File: src/rtl/alu_share_arbiter.sv
// alu_share_arbiter
// Shares one external combinational ALU between two requesters.
// A request is accepted in IDLE (round-robin between simultaneous requesters).
// Its operands are registered onto alu_a/alu_b/alu_sel, and the ALU result is
// captured one cycle later into that requester's response registers. The
// response is then held until the requester handshakes it. Illegal op codes
// skip the ALU and return an error response straight away.
//
// Ports:
//   clk, rst                      clock, synchronous active-high reset
//   reqN_valid/ready              request handshake for requester N (0/1)
//   reqN_a, reqN_b, reqN_op       request operands and op select
//   rspN_valid/ready              response handshake for requester N
//   rspN_data/zero/carry/err      result, ALU flags and illegal-op flag
//   alu_a, alu_b, alu_sel         registered operands/op driven to the ALU
//   alu_out, alu_zero, alu_carry  combinational ALU result and flags
//   busy                          a transaction is in flight
module alu_share_arbiter #(
  parameter int DATA_W = 4,
  parameter int OP_W   = 5,
  parameter int OUT_W  = 8
) (
  input  logic              clk,
  input  logic              rst,
  input  logic              req0_valid,
  output logic              req0_ready,
  input  logic [DATA_W-1:0] req0_a,
  input  logic [DATA_W-1:0] req0_b,
  input  logic [OP_W-1:0]   req0_op,
  output logic              rsp0_valid,
  input  logic              rsp0_ready,
  output logic [OUT_W-1:0]  rsp0_data,
  output logic              rsp0_zero,
  output logic              rsp0_carry,
  output logic              rsp0_err,
  input  logic              req1_valid,
  output logic              req1_ready,
  input  logic [DATA_W-1:0] req1_a,
  input  logic [DATA_W-1:0] req1_b,
  input  logic [OP_W-1:0]   req1_op,
  output logic              rsp1_valid,
  input  logic              rsp1_ready,
  output logic [OUT_W-1:0]  rsp1_data,
  output logic              rsp1_zero,
  output logic              rsp1_carry,
  output logic              rsp1_err,
  output logic [DATA_W-1:0] alu_a,
  output logic [DATA_W-1:0] alu_b,
  output logic [OP_W-1:0]   alu_sel,
  input  logic [OUT_W-1:0]  alu_out,
  input  logic              alu_zero,
  input  logic              alu_carry,
  output logic              busy
);

  typedef enum logic [1:0] {IDLE, EXEC, RESP} state_t;

  state_t state, state_nxt;
  logic   rr_ptr;
  logic   owner;

  logic              grant;
  logic              accept;
  logic              acc_legal;
  logic              rsp_done;
  logic [DATA_W-1:0] acc_a;
  logic [DATA_W-1:0] acc_b;
  logic [OP_W-1:0]   acc_op;

  // Low three op bits select the function; codes 6 and 7 are undefined.
  function automatic logic op_legal(input logic [OP_W-1:0] op);
    return op[2:0] <= 3'd5;
  endfunction

  // Round-robin only matters when both requesters are valid.
  always_comb begin
    grant      = (req0_valid && req1_valid) ? rr_ptr : req1_valid;
    req0_ready = (state == IDLE) && req0_valid && !grant;
    req1_ready = (state == IDLE) && req1_valid && grant;
    accept     = req0_ready || req1_ready;
    acc_a      = grant ? req1_a  : req0_a;
    acc_b      = grant ? req1_b  : req0_b;
    acc_op     = grant ? req1_op : req0_op;
    acc_legal  = op_legal(acc_op);
    rsp_done   = (state == RESP) &&
                 (owner ? (rsp1_valid && rsp1_ready) : (rsp0_valid && rsp0_ready));
    busy       = (state != IDLE);
  end

  always_comb begin
    state_nxt = state;
    case (state)
      IDLE:    if (accept) state_nxt = acc_legal ? EXEC : RESP;
      EXEC:    state_nxt = RESP;
      RESP:    if (rsp_done) state_nxt = IDLE;
      default: state_nxt = IDLE;
    endcase
  end

  always_ff @(posedge clk) begin
    if (rst) begin
      state      <= IDLE;
      rr_ptr     <= 1'b0;
      owner      <= 1'b0;
      alu_a      <= '0;
      alu_b      <= '0;
      alu_sel    <= '0;
      rsp0_valid <= 1'b0;
      rsp0_data  <= '0;
      rsp0_zero  <= 1'b0;
      rsp0_carry <= 1'b0;
      rsp0_err   <= 1'b0;
      rsp1_valid <= 1'b0;
      rsp1_data  <= '0;
      rsp1_zero  <= 1'b0;
      rsp1_carry <= 1'b0;
      rsp1_err   <= 1'b0;
    end else begin
      state <= state_nxt;
      // Accept: a legal op is staged onto the ALU; an illegal op bypasses it
      // and leaves the ALU registers holding the last legal op.
      if (accept) begin
        owner <= grant;
        if (acc_legal) begin
          alu_a   <= acc_a;
          alu_b   <= acc_b;
          alu_sel <= acc_op;
        end else if (grant) begin
          rsp1_valid <= 1'b1;
          rsp1_data  <= '0;
          rsp1_zero  <= 1'b0;
          rsp1_carry <= 1'b0;
          rsp1_err   <= 1'b1;
        end else begin
          rsp0_valid <= 1'b1;
          rsp0_data  <= '0;
          rsp0_zero  <= 1'b0;
          rsp0_carry <= 1'b0;
          rsp0_err   <= 1'b1;
        end
      end
      // Execute: ALU output has settled from the staged operands.
      if (state == EXEC) begin
        if (owner) begin
          rsp1_valid <= 1'b1;
          rsp1_data  <= alu_out;
          rsp1_zero  <= alu_zero;
          rsp1_carry <= alu_carry;
          rsp1_err   <= 1'b0;
        end else begin
          rsp0_valid <= 1'b1;
          rsp0_data  <= alu_out;
          rsp0_zero  <= alu_zero;
          rsp0_carry <= alu_carry;
          rsp0_err   <= 1'b0;
        end
      end
      // Response: priority passes to the other requester once this one is served.
      if (rsp_done) begin
        rr_ptr <= ~owner;
        if (owner) rsp1_valid <= 1'b0;
        else       rsp0_valid <= 1'b0;
      end
    end
  end

endmodule

File: config.mk
export PLATFORM = sky130hd
export DESIGN_NAME = alu_share_arbiter
export DESIGN_NICKNAME = d
export VERILOG_FILES = /design/src/rtl/alu_share_arbiter.sv
export SDC_FILE = /design/constraint.sdc
export NUM_CORES = 1
export LEC_CHECK = 0
export ABC_CLOCK_PERIOD_IN_PS = 1400
export CORE_ASPECT_RATIO = 0.75
export CORE_MARGIN = 5
export CORE_UTILIZATION = 37
export CTS_CLUSTER_DIAMETER = 80
export CTS_CLUSTER_SIZE = 10
export DETAILED_ROUTE_END_ITERATION = 6
export GPL_ROUTABILITY_DRIVEN = 0
export GPL_TIMING_DRIVEN = 0
export PLACE_DENSITY = 0.82
export SYNTH_ARGS = -nofsm -noshare
export SYNTH_HDL_FRONTEND = slang
export SYNTH_SLANG_ARGS = --single-unit
File: constraint.sdc
create_clock -name clk -period 1.4 [get_ports clk]
set_input_delay 0.21 -clock clk [delete_from_list [all_inputs] [get_ports clk]]
set_output_delay 0.21 -clock clk [all_outputs]
set_load 0.01 [all_outputs]
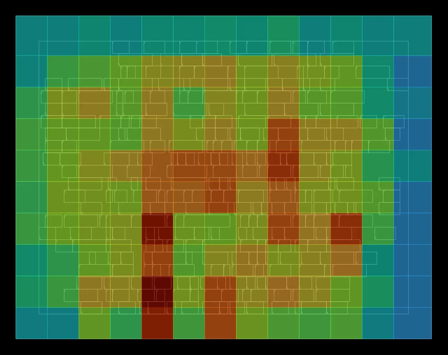
(track usage over the die)
fraction of met1 tracks used by global routing: 26.4%
fraction of the core area covered by cells at the end of the flow: 68.5%
GRT Overall Usage: 18.9%

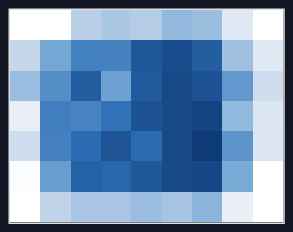
(local utilization)
(3 px per um) 9 x 7 tiles, from white (low) to dark blue (high), 0 to 100% covered.
- fullest tile: 96%
- nearly empty tiles: 11%
- tiles over 75% full: 32%
Starting Density: 37.7%
area of the core region: 4840 sq um

==> CHANGELOG.md <==
## Flow update

* Final Hold Viols at 0
* Total setup violations reported at the end of the flow at 32
* Antenna violations before repair at 0
* Leak pwr at 1.76 nW
* Actual transition at the worst max-transition pin at 743 ps
* Clock latency reported for the late side of the worst-skew pair at 280 ps
* Uppermost routed layer: met4
* Flip-flops with a built-in enable at 0
* Detailed route wirelength on metal2 at 2990 um
* Most common library cell in the layout ignoring fill and taps: sky130_fd_sc_hd__clkdlybuf4s50_1
* Share of flip-flops with an asynchronous set or reset after synthesis at 0%
* Total length of routed met3 wires at 423 um
* Series of cell instances along the critical path: or3b_4, a21oi_2, buf_2
* Yosys stat cell total at 211
* Startpoint class of the critical path: flop
* Per-instance average area after synthesis at 8.65 sq um
* Fin area at 3320 sq um
* Sinks on the clock net at 41
* Buf/Inv on CP at 1
* Unrepaired setup endpoints after global routing: yes
* Largest fanout on the critical path at 4
* Wire length the detailed router placed on met1 at 2940 um
* Antenna viol nets, final at 0
* Sequential cell area in the final layout at 833 sq um
* Bufs on Longest Clock Path at 2
* Flip-flop and latch count after synthesis at 41
* Clock root buffer: sky130_fd_sc_hd__clkbuf_8
* Crit path required time at 1190 ps
* Run status: finished with violations
* Endpoint type of the worst setup path: output pin
* Critical-path cell with the highest stage delay: sky130_fd_sc_hd__or3b_4
* Half-perimeter wire length after detailed placement at 4070 um
* Class of the most critical setup path: flop to output pin
* Max Cap Viol at 0
* Synthesized cell area at 1830 sq um
* Count of H-tree levels built during CTS at 2
* Wire length per cell at 17.0 um
* Post-Layout Cell Count at 377
* Number of iterations in the first detailed-routing pass at 4
* Placement Cell Area at 2710 sq um
* Die outline area at 6450 sq um
* Most common reg cell: sky130_fd_sc_hd__dfxtp_1
* Met3 GRT Util at 4.99%
* Worst max-slew margin expressed relative to the limit at 50.5%
* Yosys synthesis chip area at 1830 sq um
* Ports placed on the boundary at 82
* N_diodes at 0
* Clock-pin transition on the worst setup and hold timing paths at 80 ps
* Via count at 2024
* Number of OpenROAD warnings at 28
* Post-layout worst setup margin at -153 ps
* Accumulated negative setup slack at -1860 ps
* Number of hold buffers added after cts at 0
* Power per standard cell area at 1030 nW/um^2
* Syn Inst Count at 211
* Leading post-synthesis cells by instance count: 41 x sky130_fd_sc_hd__dfxtp_1, 26 x sky130_fd_sc_hd__a21oi_1, 15 x sky130_fd_sc_hd__nand2_1, 14 x sky130_fd_sc_hd__inv_1
* Violations in the final reports: setup timing
* Final count of pins violating max slew at 0
* Post-route fraction of the period consumed by the critical path at 111%
* Most numerous logic cells after layout: 38 x sky130_fd_sc_hd__clkdlybuf4s50_1, 37 x sky130_fd_sc_hd__dfxtp_1, 32 x sky130_fd_sc_hd__dlymetal6s2s_1
* Fraction of layout cells with a size suffix above 1 at 29.7%
* Final Skew at 4.50 ps
* Number of cells upsized or downsized after cts at 62
* Combinational cell area excluding buffers and inverters at 1100 sq um
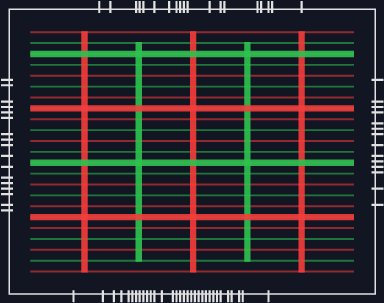
(floorplan with the power grid)
(4 px per um) Pins as bars on the die edge.
- VDD: green
- VSS: red
- met5 straps: 4
- rows: 22
maximum vdd ir drop: 0.738 mV
y dimension of the die: 70.8 um
horizontal die size: 91.1 um

==> power by group <==
group	total, W	switching (W)	internal (W)
Sequential	0.00135	0.0000706	0.00128
Clock	0.000842	0.000396	0.000446
Combinational	0.00122	0.000585	0.000631
==> area by class of cell <==
cell class,instances,share of cell area (%)
Buffer,16,3.43
Multi-Input combinational cell,139,33.3
Tap cell,60,2.26
Sequential cell,41,25.1
Timing Repair Buffer,99,31.3
Clock buffer,7,2.90
Clock inverter,1,0.151
Inverter,14,1.58
==> path summary, 6_finish.rpt <==
check	start	endpoint	slack (ps)	depth (start not counted)
min reg2reg	rsp1_data[6]$_SDFF_PP0_	rsp1_data[6]$_SDFF_PP0_	460	2
min	rsp1_data[6]$_SDFF_PP0_	rsp1_data[6]$_SDFF_PP0_	460	2
max reg2reg	state[0]$_SDFFE_PP0P_	rsp0_data[6]$_SDFF_PP0_	-110	5
max	state[0]$_SDFFE_PP0P_	req0_ready	-150	3
==> through the flow <==
step | total power [W] | worst slack [ps] | hold slack [ps] | utilization (%)
after floorplan | 0.00182 | 35.4 | 343 | -
after global placement | 0.00226 | -873 | 455 | 55.9
after detailed placement | 0.00227 | -864 | 454 | 55.9
after CTS | 0.00333 | -147 | 473 | 63.7
after global routing | 0.00358 | -181 | 475 | 68.5
final | 0.00341 | -153 | 461 | 68.5
==> tightest hold or removal path, cell delays in order, from the launching register on <==
cell and delay (ps):
sky130_fd_sc_hd__dfxtp_1 320, sky130_fd_sc_hd__o21ai_2 50, sky130_fd_sc_hd__a21oi_1 50
==> kinds of logic after synthesis <==
group / Yosys count / synth area share [%]
buffers and inverters: 32 / 7.40
AOI/OAI and AO/OA: 84 / 31.5
and+or+nand+nor: 54 / 16.1
DFF: 41 / 45.0
Power figures rest on the tool's default switching activity, not on a simulated workload.
